## src/rtl/vga_sync_gen.sv

```systemverilog
// Raster timing generator: pixel coordinates, active-video flag and HSYNC/VSYNC.
// Define VGA_SYNC_DELAY_EN to delay oHS/oVS/oActive by one extra iVGA_CLK register.
module vga_sync_gen #(
  parameter int unsigned H_VISIBLE   = 640,
  parameter int unsigned H_FRONT     = 16,
  parameter int unsigned H_SYNC      = 96,
  parameter int unsigned H_BACK      = 48,
  parameter int unsigned V_VISIBLE   = 480,
  parameter int unsigned V_FRONT     = 10,
  parameter int unsigned V_SYNC      = 2,
  parameter int unsigned V_BACK      = 33,
  parameter int unsigned SYNC_ACTIVE = 0
) (
  input  logic       iVGA_CLK,
  input  logic       iRST,
  input  logic       iPixEn,
  output logic [9:0] oVGA_X,
  output logic [9:0] oVGA_Y,
  output logic       oActive,
  output logic       oHS,
  output logic       oVS,
  output logic       oLineStart,
  output logic       oFrameStart
);

  localparam int unsigned H_TOTAL = H_VISIBLE + H_FRONT + H_SYNC + H_BACK;
  localparam int unsigned V_TOTAL = V_VISIBLE + V_FRONT + V_SYNC + V_BACK;

  localparam logic [9:0] H_LAST     = 10'(H_TOTAL - 1);
  localparam logic [9:0] H_FP_START = 10'(H_VISIBLE);
  localparam logic [9:0] H_SY_START = 10'(H_VISIBLE + H_FRONT);
  localparam logic [9:0] H_BP_START = 10'(H_VISIBLE + H_FRONT + H_SYNC);
  localparam logic [9:0] V_LAST     = 10'(V_TOTAL - 1);
  localparam logic [9:0] V_FP_START = 10'(V_VISIBLE);
  localparam logic [9:0] V_SY_START = 10'(V_VISIBLE + V_FRONT);
  localparam logic [9:0] V_BP_START = 10'(V_VISIBLE + V_FRONT + V_SYNC);

  localparam logic SYNC_ON  = 1'(SYNC_ACTIVE);
  localparam logic SYNC_OFF = ~SYNC_ON;

  typedef enum logic [1:0] {
    RGN_ACTIVE = 2'd0,
    RGN_FRONT  = 2'd1,
    RGN_SYNC   = 2'd2,
    RGN_BACK   = 2'd3
  } region_t;

  function automatic region_t decode_region(
    input logic [9:0] cnt,
    input logic [9:0] fp_start,
    input logic [9:0] sy_start,
    input logic [9:0] bp_start
  );
    region_t rgn;
    if (cnt < fp_start) begin
      rgn = RGN_ACTIVE;
    end else if (cnt < sy_start) begin
      rgn = RGN_FRONT;
    end else if (cnt < bp_start) begin
      rgn = RGN_SYNC;
    end else begin
      rgn = RGN_BACK;
    end
    return rgn;
  endfunction

  logic [9:0] r_hcnt;
  logic [9:0] r_vcnt;
  region_t    r_hstate;
  region_t    r_vstate;
  logic [9:0] w_hcnt_next;
  logic [9:0] w_vcnt_next;
  region_t    w_hstate_next;
  region_t    w_vstate_next;

  logic [9:0] r_x;
  logic [9:0] r_y;
  logic       r_active;
  logic       r_hs;
  logic       r_vs;
  logic       r_line_start;
  logic       r_frame_start;

  // Next counter values; vcnt only moves on the horizontal wrap.
  always_comb begin
    w_hcnt_next = r_hcnt + 10'd1;
    w_vcnt_next = r_vcnt;
    if (r_hcnt == H_LAST) begin
      w_hcnt_next = 10'd0;
      if (r_vcnt == V_LAST) begin
        w_vcnt_next = 10'd0;
      end else begin
        w_vcnt_next = r_vcnt + 10'd1;
      end
    end else begin
      w_hcnt_next = r_hcnt + 10'd1;
    end
  end

  // Region state machines track the region of the counter value being loaded.
  always_comb begin
    w_hstate_next = r_hstate;
    w_vstate_next = r_vstate;
    if (iPixEn) begin
      w_hstate_next = decode_region(w_hcnt_next, H_FP_START, H_SY_START, H_BP_START);
      w_vstate_next = decode_region(w_vcnt_next, V_FP_START, V_SY_START, V_BP_START);
    end else begin
      w_hstate_next = r_hstate;
      w_vstate_next = r_vstate;
    end
  end

  // Counter and region state registers.
  always_ff @(posedge iVGA_CLK) begin
    if (iRST) begin
      r_hcnt   <= H_LAST;
      r_vcnt   <= V_LAST;
      r_hstate <= RGN_BACK;
      r_vstate <= RGN_BACK;
    end else if (iPixEn) begin
      r_hcnt   <= w_hcnt_next;
      r_vcnt   <= w_vcnt_next;
      r_hstate <= w_hstate_next;
      r_vstate <= w_vstate_next;
    end
  end

  // Outputs load together with the counters, so flags line up with X/Y.
  always_ff @(posedge iVGA_CLK) begin
    if (iRST) begin
      r_x           <= 10'd0;
      r_y           <= 10'd0;
      r_active      <= 1'b0;
      r_hs          <= SYNC_OFF;
      r_vs          <= SYNC_OFF;
      r_line_start  <= 1'b0;
      r_frame_start <= 1'b0;
    end else begin
      r_line_start  <= 1'b0;
      r_frame_start <= 1'b0;
      if (iPixEn) begin
        r_x           <= w_hcnt_next;
        r_y           <= w_vcnt_next;
        r_active      <= (w_hstate_next == RGN_ACTIVE) && (w_vstate_next == RGN_ACTIVE);
        r_hs          <= (w_hstate_next == RGN_SYNC) ? SYNC_ON : SYNC_OFF;
        r_vs          <= (w_vstate_next == RGN_SYNC) ? SYNC_ON : SYNC_OFF;
        r_line_start  <= (w_hcnt_next == 10'd0);
        r_frame_start <= (w_hcnt_next == 10'd0) && (w_vcnt_next == 10'd0);
      end
    end
  end

  assign oVGA_X      = r_x;
  assign oVGA_Y      = r_y;
  assign oLineStart  = r_line_start;
  assign oFrameStart = r_frame_start;

`ifdef VGA_SYNC_DELAY_EN
  logic r_active_d;
  logic r_hs_d;
  logic r_vs_d;

  // Extra stage matching the drive stage's registered RGB; runs every clock.
  always_ff @(posedge iVGA_CLK) begin
    if (iRST) begin
      r_active_d <= 1'b0;
      r_hs_d     <= SYNC_OFF;
      r_vs_d     <= SYNC_OFF;
    end else begin
      r_active_d <= r_active;
      r_hs_d     <= r_hs;
      r_vs_d     <= r_vs;
    end
  end

  assign oActive = r_active_d;
  assign oHS     = r_hs_d;
  assign oVS     = r_vs_d;
`else
  assign oActive = r_active;
  assign oHS     = r_hs;
  assign oVS     = r_vs;
`endif

endmodule

```

## config.mk

```make
export PLATFORM = sky130hd
export DESIGN_NAME = vga_sync_gen
export DESIGN_NICKNAME = d
export VERILOG_FILES = /design/src/rtl/vga_sync_gen.sv
export SDC_FILE = /design/constraint.sdc
export NUM_CORES = 1
export LEC_CHECK = 0
export CORE_MARGIN = 5
export CORE_UTILIZATION = 40
export DETAILED_ROUTE_END_ITERATION = 8
export HOLD_SLACK_MARGIN = 0.06
export PLACE_DENSITY = 0.59
export SETUP_SLACK_MARGIN = 0.4
export SLEW_MARGIN = 20
export SYNTH_ARGS = -nofsm -noshare
export SYNTH_HDL_FRONTEND = slang
export SYNTH_SLANG_ARGS = --single-unit
```

## constraint.sdc

```tcl
create_clock -name iVGA_CLK -period 2.1 [get_ports iVGA_CLK]
set_input_delay 0.525 -clock iVGA_CLK [delete_from_list [all_inputs] [get_ports iVGA_CLK]]
set_output_delay 0.525 -clock iVGA_CLK [all_outputs]
set_load 0.01 [all_outputs]
```

Run 1, cell density map:
The die is cut into 9 by 9 equal tiles; white is low, dark blue is high, 0 to 100% covered.
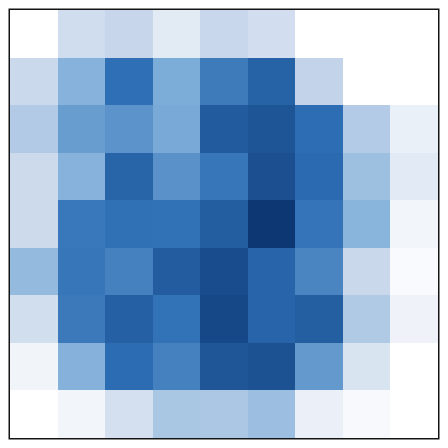
nearly empty tiles	11%
fullest tile	97%
mean over tiles	45%
densest ninth of the die	center
final core area utilization: 0.612
Std-Cell Core Area: 0.00554 sq mm
FP Core Util: 0.415

Run 1, M1 wires:
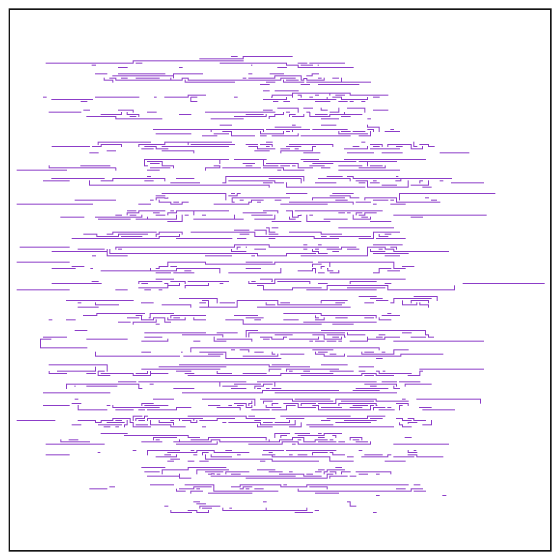
wire length on this layer	3430 um
longest straight run	29.9 um
main direction	horizontal
nets with wire on the layer	336
share of all routed wire	47%
Vias: 2482
Total Wirelength: 7.29 mm
met1 usage: 0.276

==> CHANGELOG.md, run 1 <==
### Implementation results

* Syn_area_per_cell at 7.68 sq um
* XOR Share, Synth at 0.0572
* Die Size at 0.00736 sq mm
* Post-DP HPWL at 4.65 mm
* Top cells by count, synth: dfxtp_1 (36), nor2_1 (30), nand2_1 (26)
* Port bufs at 27
* Top logic family: simple AND/OR/NAND/NOR gates
* Global route overflow at 0
* Clk buf depth at 2
* ANT nets after route at 0
* RSZ-0062 raised after global routing: yes
* Number of enable flip-flop cells at 0
* Skew final at 0.00778 ns
* Worst Path Class, Setup: flop to flop
* GRT Overall Usage at 0.193
* Setup crit end kind: flop
* WL/cell at approximately 17 um
* Post-synth seq share at 0.314
* Power Dens Cells at 731 mW/mm^2
* Worst slew pin tran at 0.357 ns
* FF-to-FF path depth at 6
* Top-Level Pins at 28
* Layout cells sized above 1 at 0.370
* LEAKAGE at 1.51 nW
* Largest net degree at the start of global routing at 16
* GP Congestion at between 0.9 and 1
* Yosys warns at 0
* TritonCTS clock tree: done
* Dominant cell area share at 0.314
* Rows at 27
* Later-pin clock latency in the skew report at 0.29 ns
* Syn_nets at 305
* Netlist cell types at 56
* Cycle use final at 0.950
* Nets at 367
* Clk root buf: clkbuf_8
* YS chip area at between 0.002 and 0.0025 sq mm
* Num Clock Sinks at 36
* CTS Buf Count at 5
* Finish-stage setup viols at 0
* Slew margin rel. at 0.760
* Status: completed
* Simple-Gate Area Share at 0.325
* Mapped Area at between 0.002 and 0.0025 sq mm
* Hold_buf cts at 0
* N_diodes at 0
* H-Tree Level Count at 2
* Initial DRC Count at 283
* Global-route wire length before repair at 11.5 mm
* Vias per cell at 5.72
* Final Hold Viols at 0
* Min-delay worst type: flop to flop
* Synth Area in Compound Gates at 0.181
* Async S/R FF share, synth at 0
* Yosys stat cell total at 299
* Multiplexer share at 0.00871
* Fmax at 501 MHz
* Post-synth top area cell: dfxtp_1
* Hold path cells at 2
* FF+latch count, synth at 36
* Drt pass-1 iters at 5
* Die Height at about 86 um
* Placed cell areas at 0.00278 sq mm
* Critical path required time at 2.30 ns
* Drt drc at 0
* Synth Instances at roughly 300
* Synth-to-Final Area Change at 47.7%
* Cell with the most instances after synthesis: dfxtp_1
* Top cells by area: dfxtp_1 (31%), nor2_1 (4.9%), nand2_1 (4.2%)
* Max Slew Vio Count at 0
* Setup TNS at 0 ns
* Max_cap viols at 0
* OpenROAD warnings at 30
* Max IR drop VDD at 0.436 mV
* Final Instance Area at 0.00339 sq mm
* Adder share at 0.0163
* Die X at 85.8 um
* Main flop type after synthesis: dfxtp_1
* Vias in the first global route at 2326
* CP Launch Type: flop
* Fin crit period at 1.99 ns
* Register clock-pin slew on the reported worst setup and hold paths at 0.08 ns
* CP Data Arrival Time at 2.20 ns
* Maximum fanout along the worst path at 4
* Initial antenna violation count at 0
Run 1, the metal 2 layer:
Cells faint in the background.
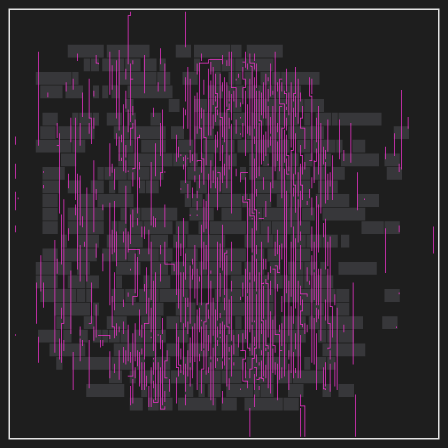
wire length on this layer	3240 um
main direction	vertical
share of all routed wire	45%
nets with wire on the layer	309
longest straight run	41.5 um
M2 GR Usage: 0.292

[run 1: state kept, by name (all words and copies together) (netlist names)]
name	count
oActive	1
r_vcnt	10
oLineStart	1
oVS	1
oVGA_X	7
oHS	1
r_vstate	1
oFrameStart	1
r_hcnt	10
oVGA_Y	3
[run 1: per-stage QoR]
| step | total power (W) | instances | hold slack [ns] | worst slack [ns] |
|---|---|---|---|---|
| after floorplan | 0.00132 | 299 | 0.486 | 0.140 |
| after global placement | 0.00156 | 397 | 0.458 | 0.0904 |
| after detailed placement | 0.00155 | 397 | 0.464 | 0.0577 |
| final | 0.00248 | 434 | 0.478 | 0.106 |
| after CTS | 0.00230 | 421 | 0.477 | 0.157 |
| after global routing | 0.00263 | 434 | 0.509 | 0.0231 |
[run 1: final cells by class]
class,count,area [sq um]
Inverter,8,30.0
Clock inverter,2,35.0
Timing Repair Buffer,90,788
Tap cell,72,90.1
Clock buffer,6,72.6
Multi-Input combinational cell,220,1630
Sequential cell,36,749
Fill cell,497,2150
[run 1: worst max-delay path, cell delays in order (launching register included)]
cell and delay [ns]:
dfxtp_4 0.35, or3b_4 0.41, nor4_4 0.37, xnor2_2 0.18, nor3_2 0.07, or3_1 0.33
o32ai_2 0.19
[run 1: layer usage]
layer | share of wire | track usage | vias to the layer above
met5 | 0 | 0 | -
met4 | 0.019 | 0.0633 | 0
met3 | 0.065 | 0.0327 | 16
met2 | 0.45 | 0.292 | 105
met1 | 0.47 | 0.276 | 1171
li1 | - | - | 1190
[run 1: kinds of logic (layout without fill, tap and decap cells)]
group / count (synthesis) / after routing
simple gates: 135 / 136
compound gates: 64 / 64
buf+inv: 44 / 106
flops: 36 / 36
xor+xnor: 15 / 15
fa+ha+maj: 3 / 3
mux: 2 / 2
[run 1: what timing repair did]
action | CTS | global route
endpoints found under the setup margin | 38 | 32
gates cloned | 0 | 1
buffers inserted | 16 | 12
resized | 55 | 43
pin swaps | 22 | 17
[run 1: power breakdown]
group          internal, W  total, W  switching [W]
Combinational     0.000524   0.00107       0.000549
Sequential        0.000741  0.000790      0.0000489
Clock             0.000353  0.000618       0.000265
[run 1: layout by cell type, fill, tap and decap left out, types with 3 or more instances in the layout]
cell	count
dlygate4sd2_1	18
a211oi_1	3
o21ai_0	9
nand4_1	10
nand3_2	3
dlymetal6s2s_1	8
a21o_1	3
nor3_2	3
dfxtp_4	5
buf_6	6
nor3_1	8
clkbuf_8	5
nor2_1	26
xor2_1	6
dfxtp_2	8
nand2_2	4
nand3_1	15
and3_1	7
a21oi_1	14
xnor2_1	7
o21ai_1	6
a31oi_1	3
buf_4	55
nand2_1	22
a21oi_2	3
or3_1	5
inv_1	7
nor4_4	3
dfxtp_1	23
[run 1: worst paths after layout]
check	startpoint	endpoint	slack [ns]
setup reg to reg	r_hcnt[5]	oActive	0.11
hold / removal	oVGA_Y[9]	oVGA_Y[9]	0.48
hold reg to reg	oVGA_Y[9]	oVGA_Y[9]	0.48
setup / recovery	r_hcnt[5]	oActive	0.11
Run 1, cell outlines without signal wires:
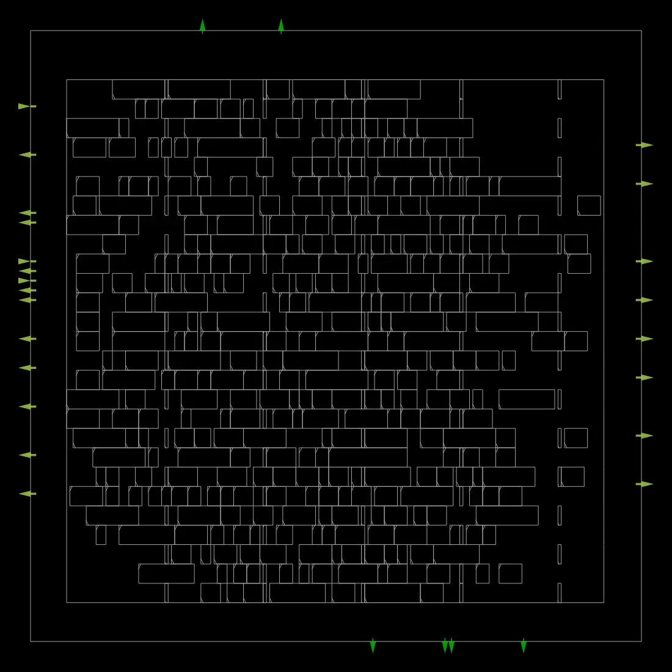

==> inputs of run 2 (changes only) <==
Settings changed: CORE_UTILIZATION 40 to 50, PLACE_DENSITY 0.59 to 0.72, REMOVE_ABC_BUFFERS from default to 1.
Run 2, cell outlines without signal wires:
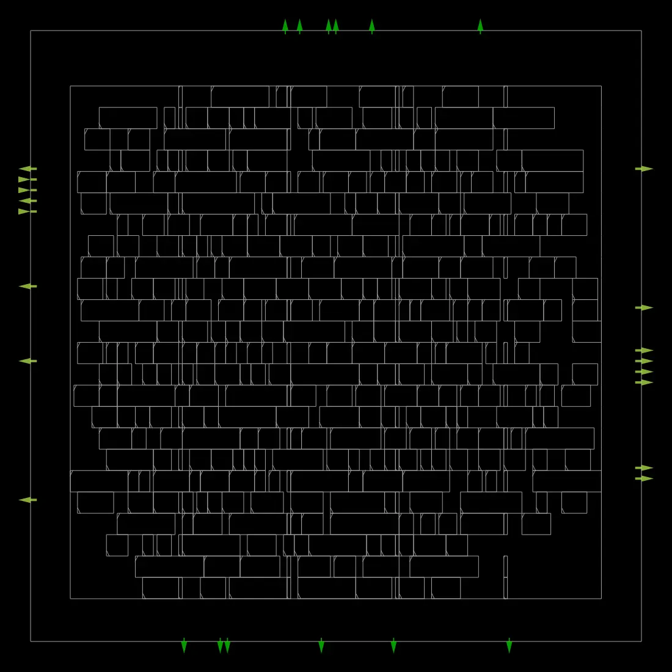
# Taps: 52
Post-Layout Cell Count: 408
fillers: 323
final core area utilization: 0.745

==> run 2 against run 1 <==
  * Via count decreased by 1.3%
  * Area after synthesis did not move
  * Total power down 6.6%
  * Sequential power about the same
  * Clock-buffer cell count stayed put
  * Clock skew decreased by 0.0027 ns
  * Critical path depth is the same
  * Hold slack worse by 0.021 ns
  * Non-clock buffer count down 4
  * Global-route usage is 2.4 points higher
  * Critical endpoint unchanged
  * Largest cell class unchanged
==> CHANGELOG.md, run 2 <==
### Implementation results

* Synth-to-Final Area Change at 43.1%
* Number of enable flip-flop cells at 0
* Netlist cell types at 56
* Port bufs at 27
* Setup WS post-layout at 0.140 ns
* GP Congestion at approximately 0.86
* CP Launch Type: flop
* Initial antenna violation count at 0
* Skew final at 0.00511 ns
* Min-delay worst type: flop to flop
* WL/cell at 16.8 um
* CP max-delay cell: or3b_4
* Post-synth seq share at 0.314
* Maximum fanout along the worst path at 3
* Placed Cells at 375
* Fmax at 510 MHz
* Fin crit period at approximately 2.0 ns
* Post-synth top area cell: dfxtp_1
* Layout cells sized above 1 at 0.343
* CTS Buf Count at 5
* Global route overflow at 0
* Max Slew Vio Count at 0
* N_diodes at 0
* OpenROAD warnings at 28
* Global-route wire length before repair at 11.0 mm
* Initial DRC Count at 213
* YS chip area at 0.00230 sq mm
* TritonCTS clock tree: done
* Dominant cell area share at 0.314
* Critical path required time at 2.30 ns
* Worst Path Class, Setup: flop to flop
* Register clock-pin slew on the reported worst setup and hold paths at 0.07 ns
* CP Data Arrival Time at 2.16 ns
* Hold_buf cts at 0
* CP cell instances: or3b_4, nor4_4, xnor2_2, nor3_2, or3_1, o32ai_1
* Top cells excl fill/tap: buf_4 (46), nor2_1 (26), nand2_1 (25)
* Syn_area_per_cell at just under 8 sq um
* Vias per cell at around 6
* Setup TNS at 0 ns
* Num Clock Sinks at 36
* LEAKAGE at 1.47 nW
* Top-Level Pins at 28
* Finish-stage setup viols at 0
* GRT Overall Usage at 0.216
* Top cells by count, synth: dfxtp_1 (36), nor2_1 (30), nand2_1 (26)
* Cycle use final at 0.933
* RSZ-0062 raised after global routing: yes
* WP buf/inv at 0
* Nets at 362
* Pre-CTS worst setup slack at a little over 0.06 ns
* Cell with the most instances after synthesis: dfxtp_1
* Pwr Total at 0.00232 W
* Mapped Area at around 0.0023 sq mm
* Setup crit end kind: flop
* Final Instance Area at approximately 0.0033 sq mm
* FP Core Util at 0.520
* Die Size at 0.00605 sq mm
* Main flop type after synthesis: dfxtp_1
* FF+latch count, synth at 36
* Max IR drop VDD at 0.398 mV
* Worst slew pin tran at 0.361 ns
* Post-DP HPWL at 4.31 mm
* H-Tree Level Count at 2
* Most common logic cell in the routed design: buf_4
* Placed cell areas at roughly 0.0027 sq mm
* Synth Instances at 299
* Die X at 77.8 um
* Crit path largest cell delay at 0.43 ns
* CP delay by family, top: simple AND/OR/NAND/NOR gates
* Power Dens Cells at 705 mW/mm^2
* Slew margin rel. at 0.757
* Die Height at ~78 um
* Status: completed
* Rows at 24
* Async S/R FF share, synth at 0
* Yosys warns at 0
* Clk buf depth at 2
* Top cells by area: dfxtp_1 (31%), nor2_1 (4.9%), nand2_1 (4.2%)
* Later-pin clock latency in the skew report at 0.29 ns
* Yosys stat cell total at 299
* Final Hold Viols at 0
* Vias in the first global route at 2333
* Max_cap viols at 0
* Clk root buf: clkbuf_8
* Std-Cell Core Area at between 0.004 and 0.005 sq mm
* Drt pass-1 iters at 7
* ANT nets after route at 0
* Drt drc at 0
* Largest net degree at the start of global routing at 21
Run 2, M1 wires:
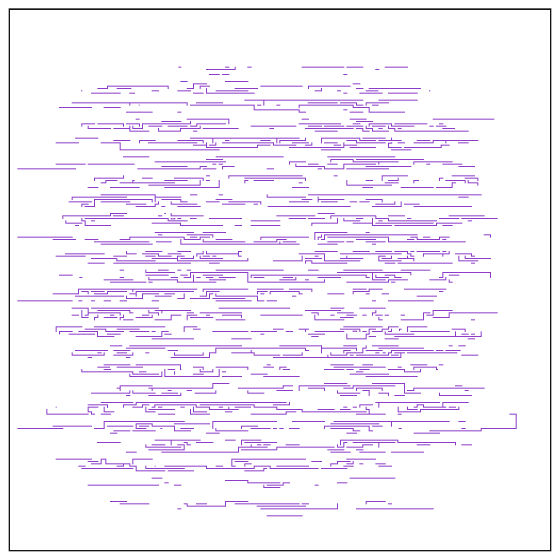
share of all routed wire	43%
longest straight run	24.8 um
Total Wirelength: 6.86 mm
met1 usage: 0.275
Vias: 2450

## run 2: path summary, 6_finish.rpt
| kind | startpoint | to | slack, ns | cells past startpoint |
|---|---|---|---|---|
| worst max register to register | r_hcnt[5] | oActive | 0.14 | 6 |
| worst min-delay path | oVGA_X[3] | oVGA_X[3] | 0.46 | 2 |
| worst min register to register | oVGA_X[3] | oVGA_X[3] | 0.46 | 2 |
| worst max-delay path | r_hcnt[5] | oActive | 0.14 | 6 |
## run 2: final cells by class
class,count,area (sq um),share of cell area
inverter,8,30.0,0.00913
timing repair buffer,86,783,0.238
clock inverter,1,5.00,0.00152
sequential,36,751,0.228
tap,52,65.1,0.0198
clock buffer,6,72.6,0.0221
multi-input combinational,219,1580,0.481
## run 2: kinds of logic after synthesis
kind of cell,synth area share
buf+inv,0.0980
fa+ha+maj,0.0163
mux,0.00871
xor+xnor,0.0572
simple gates,0.325
compound gates,0.181
flops,0.314
## run 2: metal layers
metal | track usage | routed length (um)
met3 | 0.0440 | 307
met5 | 0 | 0
met4 | 0.0859 | 162
met2 | 0.356 | 3420
met1 | 0.275 | 2970
## run 2: worst min-delay path: stages (launching register included)
cell     delay (ns)
dfxtp_1        0.31
nand2_1        0.06
a21oi_1        0.05
## run 2: where the power goes
part	switching, W	total [W]	leakage (nW)	internal [W]
logic	0.000520	0.00106	1.13	0.000538
clock network	0.000241	0.000467	0.0410	0.000226
registers	0.0000523	0.000793	0.300	0.000741
total	0.000814	0.00232	1.47	0.00150
## run 2: what timing repair did
action | 4_1_cts | 5_1_grt
gates cloned | 1 | 0
setup endpoints to repair | 36 | 40
buffers inserted | 15 | 10
pin swaps | 17 | 18
gates resized | 56 | 52
## run 2: per-stage QoR
stage | hold slack (ns) | utilization
global route | 0.502 | 0.745
finish | 0.457 | 0.745
CTS | 0.464 | 0.686
detailed placement | 0.453 | 0.611
global placement | 0.450 | 0.611
floorplan | 0.480 | -
Run 2, sequential cells grouped by signal name:
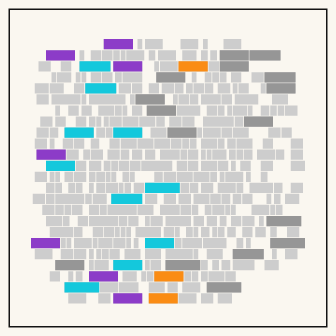

==> inputs of run 3 (changes only) <==
Settings changed: CORE_UTILIZATION 50 to 52, CTS_BUF_LIST from default to sky130_fd_sc_hd__clkbuf_4, PLACE_DENSITY 0.72 to 0.74, SETUP_SLACK_MARGIN 0.4 to default.
Run 3, sequential cells grouped by signal name:
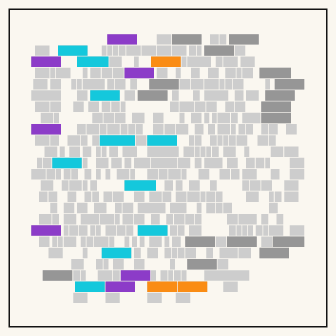
signal	color	placed flops
r_hcnt	cyan	10
oVGA_Y	orange	3
oVGA_X	purple	7
not colored	16
fraction of area in registers: 0.253
final core area utilization: 0.666
sequential power: 0.000785 W

Run 3, M1 wires:
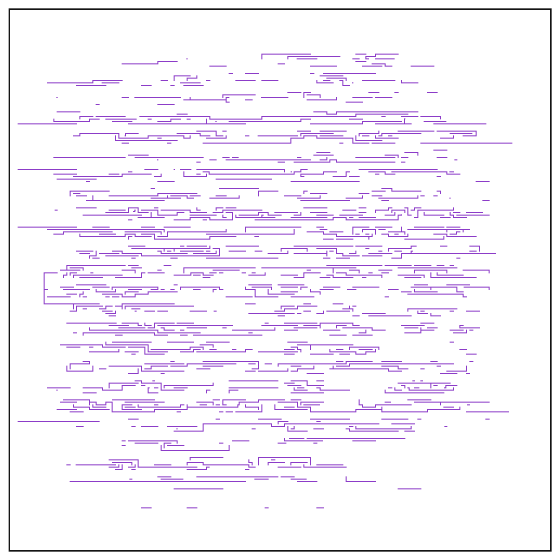
wire length on this layer	2620 um
nets with wire on the layer	319
Total Wirelength: 6.07 mm
met1 usage: 0.265
Vias: 2343

==> run 3 against run 2 <==
  * Routed wire length down 12%
  * Combinational power down 26%
  * Sequential power down 1%
==> CHANGELOG.md, run 3 <==
### Implementation results

* Worst hold path endpoint: oVGA_X[3]
* Number of enable flip-flop cells at 0
* H-Tree Level Count at 2
* Slew margin rel. at 0.764
* GP Congestion at between 0.9 and 1
* Top cells excl fill/tap: buf_4 (41), dfxtp_1 (31), nor2_1 (30)
* Synth-to-Final Area Change at 25.4%
* Initial antenna violation count at 0
* Post-DP HPWL at around 4.5 mm
* Reg2reg setup slack at ~0.035 ns
* WL/cell at between 15 and 20 um
* Hold_buf cts at 0
* Cell with the most instances after synthesis: dfxtp_1
* Std-Cell Core Area at about 0.0043 sq mm
* Max IR drop VDD at 0.424 mV
* FP Core Util at 0.531
* Simple-Gate Area Share at 0.325
* Power Dens Cells at around 700 mW/mm^2
* Max_cap viols at 0
* LEAKAGE at between 1 and 1.5 nW
* CP Data Arrival Time at 2.30 ns
* Synth Instances at 299
* Fmax at ~480 MHz
* Yosys stat cell total at 299
* Drt pass-1 iters at 4
* Placed cell areas at 0.00275 sq mm
* CTS Buf Count at 5
* Mapped Area at 0.00230 sq mm
* Top logic family: simple AND/OR/NAND/NOR gates
* Rows at 24
* Global route overflow at 0
* CP Launch Type: flop
* GRT Overall Usage at 0.205
* Final Hold Viols at 0
* Hold path cells at 2
* Initial DRC Count at 193
* OpenROAD warnings at 27
* Maximum fanout along the worst path at 3
* Global-route wire length before repair at 10.0 mm
* Syn_area_per_cell at 7.68 sq um
* Die X at 76.5 um
* Top-Level Pins at 28
* ANT nets after route at 0
* Pwr Total at between 0.002 and 0.0025 W
* Combinational Area at 0.00138 sq mm
* Vias per cell at 5.98
* Drt drc at 0
* Top cells by count, synth: dfxtp_1 (36), nor2_1 (30), nand2_1 (26)
* Vias in the first global route at roughly 2200
* Register Area at approximately 730 sq um
* YS chip area at 0.00230 sq mm
* Cycle use final at 0.983
* Final Instance Area at slightly below 0.003 sq mm
* Clk root buf: clkbuf_4
* Main flop type after synthesis: dfxtp_1
* Critical path required time at 2.34 ns
* Worst Path Class, Setup: flop to flop
* Multiplexer share at 0.00871
* Die Height at 76.5 um
* Worst slew pin tran at 0.351 ns
* FF-to-FF End: oVS
* Nets at around 350
* Dominant cell area share at 0.314
* Fillers at 375
* Async S/R FF share, synth at 0
* Post-synth seq share at 0.314
* Min-delay worst type: flop to flop
* Most common logic cell in the routed design: buf_4
* TritonCTS clock tree: done
* Setup crit end kind: flop
* Post-synth top area cell: dfxtp_1
* Fin crit period at 2.06 ns
* Max Slew Vio Count at 0
* Die Size at ~0.0058 sq mm
* Largest net degree at the start of global routing at 23
* Synth Area in Compound Gates at 0.181
* Skew final at 0.0161 ns
* Port bufs at 27
* Status: completed
* Min Hold Slack at 0.473 ns
* Finish-stage setup viols at 0
* RSZ-0062 raised after global routing: yes
* XOR Share, Synth at 0.0572
* Num Clock Sinks at 36
* N_diodes at 0
* Later-pin clock latency in the skew report at about 0.35 ns
* Yosys warns at 0
* Reg2reg start: r_hcnt[5]
* Top cells by area: dfxtp_1 (31%), nor2_1 (4.9%), nand2_1 (4.2%)
* Setup TNS at 0 ns
* Clk buf depth at 2
* Netlist cell types at 56
* Adder share at 0.0163
* FF+latch count, synth at 36
* FF-to-FF path depth at 6
* Worst Hold Launch: oVGA_X[3]
* Register clock-pin slew on the reported worst setup and hold paths at 0.12 ns
* Layout cells sized above 1 at 0.206
## run 3: repair_timing
item,4_1_cts,5_1_grt
gates resized,1,13
endpoints found under the setup margin,1,11
buffers inserted,0,2
pin swaps,0,3
## run 3: routing by layer
layer	routed length (um)	up-vias	GRT usage
li1	-	1145	-
met1	2620	1104	0.265
met2	2950	78	0.336
met3	329	16	0.0473
met4	169	0	0.0682
met5	0	-	0
## run 3: worst max-delay path by stage
| stage | start | to | depth (start not counted) |
|---|---|---|---|
| floorplan | r_hcnt[0] | oFrameStart | 7 |
| global placement | r_hcnt[5] | oActive | 6 |
| detailed placement | iPixEn | oActive | 6 |
| CTS | r_hcnt[6] | oVGA_X[6] | 2 |
| global route | r_hcnt[5] | oVS | 6 |
| finish | r_hcnt[5] | oVS | 6 |
## run 3: final cells by class
cell class,instances,share of cell area
tap,52,0.0226
timing repair buffer,69,0.208
clock inverter,3,0.0130
sequential,36,0.253
multi-input combinational,219,0.480
inverter,8,0.0104
clock buffer,5,0.0130
## run 3: logic make-up (layout without fill, tap and decap cells)
| family | count (synthesis) | in the layout |
|---|---|---|
| flip-flops | 36 | 36 |
| buffers and inverters | 44 | 85 |
| AND/OR/NAND/NOR | 135 | 135 |
| XOR/XNOR | 15 | 15 |
| AND-OR/OR-AND | 64 | 64 |
| multiplexers | 2 | 2 |
| adder cells (fa/ha/maj) | 3 | 3 |
## run 3: power by group
group          internal (W)  leakage [nW]  switching (W)
registers          0.000742         0.297      0.0000423
clock network      0.000243        0.0403       0.000245
logic              0.000365         0.796       0.000418
## run 3: critical path, stage by stage, from the launching register on
cell	delay [ns]
dfxtp_4	0.37
or3b_4	0.41
nor4_4	0.40
xnor2_2	0.13
buf_4	0.15
nor4_1	0.35
a21oi_1	0.14
## run 3: through the flow
step / worst slack [ns] / instances
after floorplan: -0.0865 / 263
after global placement: 0.109 / 382
after detailed placement: 0.0500 / 382
after CTS: 0.0273 / 390
after global routing: -0.0761 / 392
final: 0.0351 / 392
Power figures rest on the tool's default switching activity, not on a simulated workload.
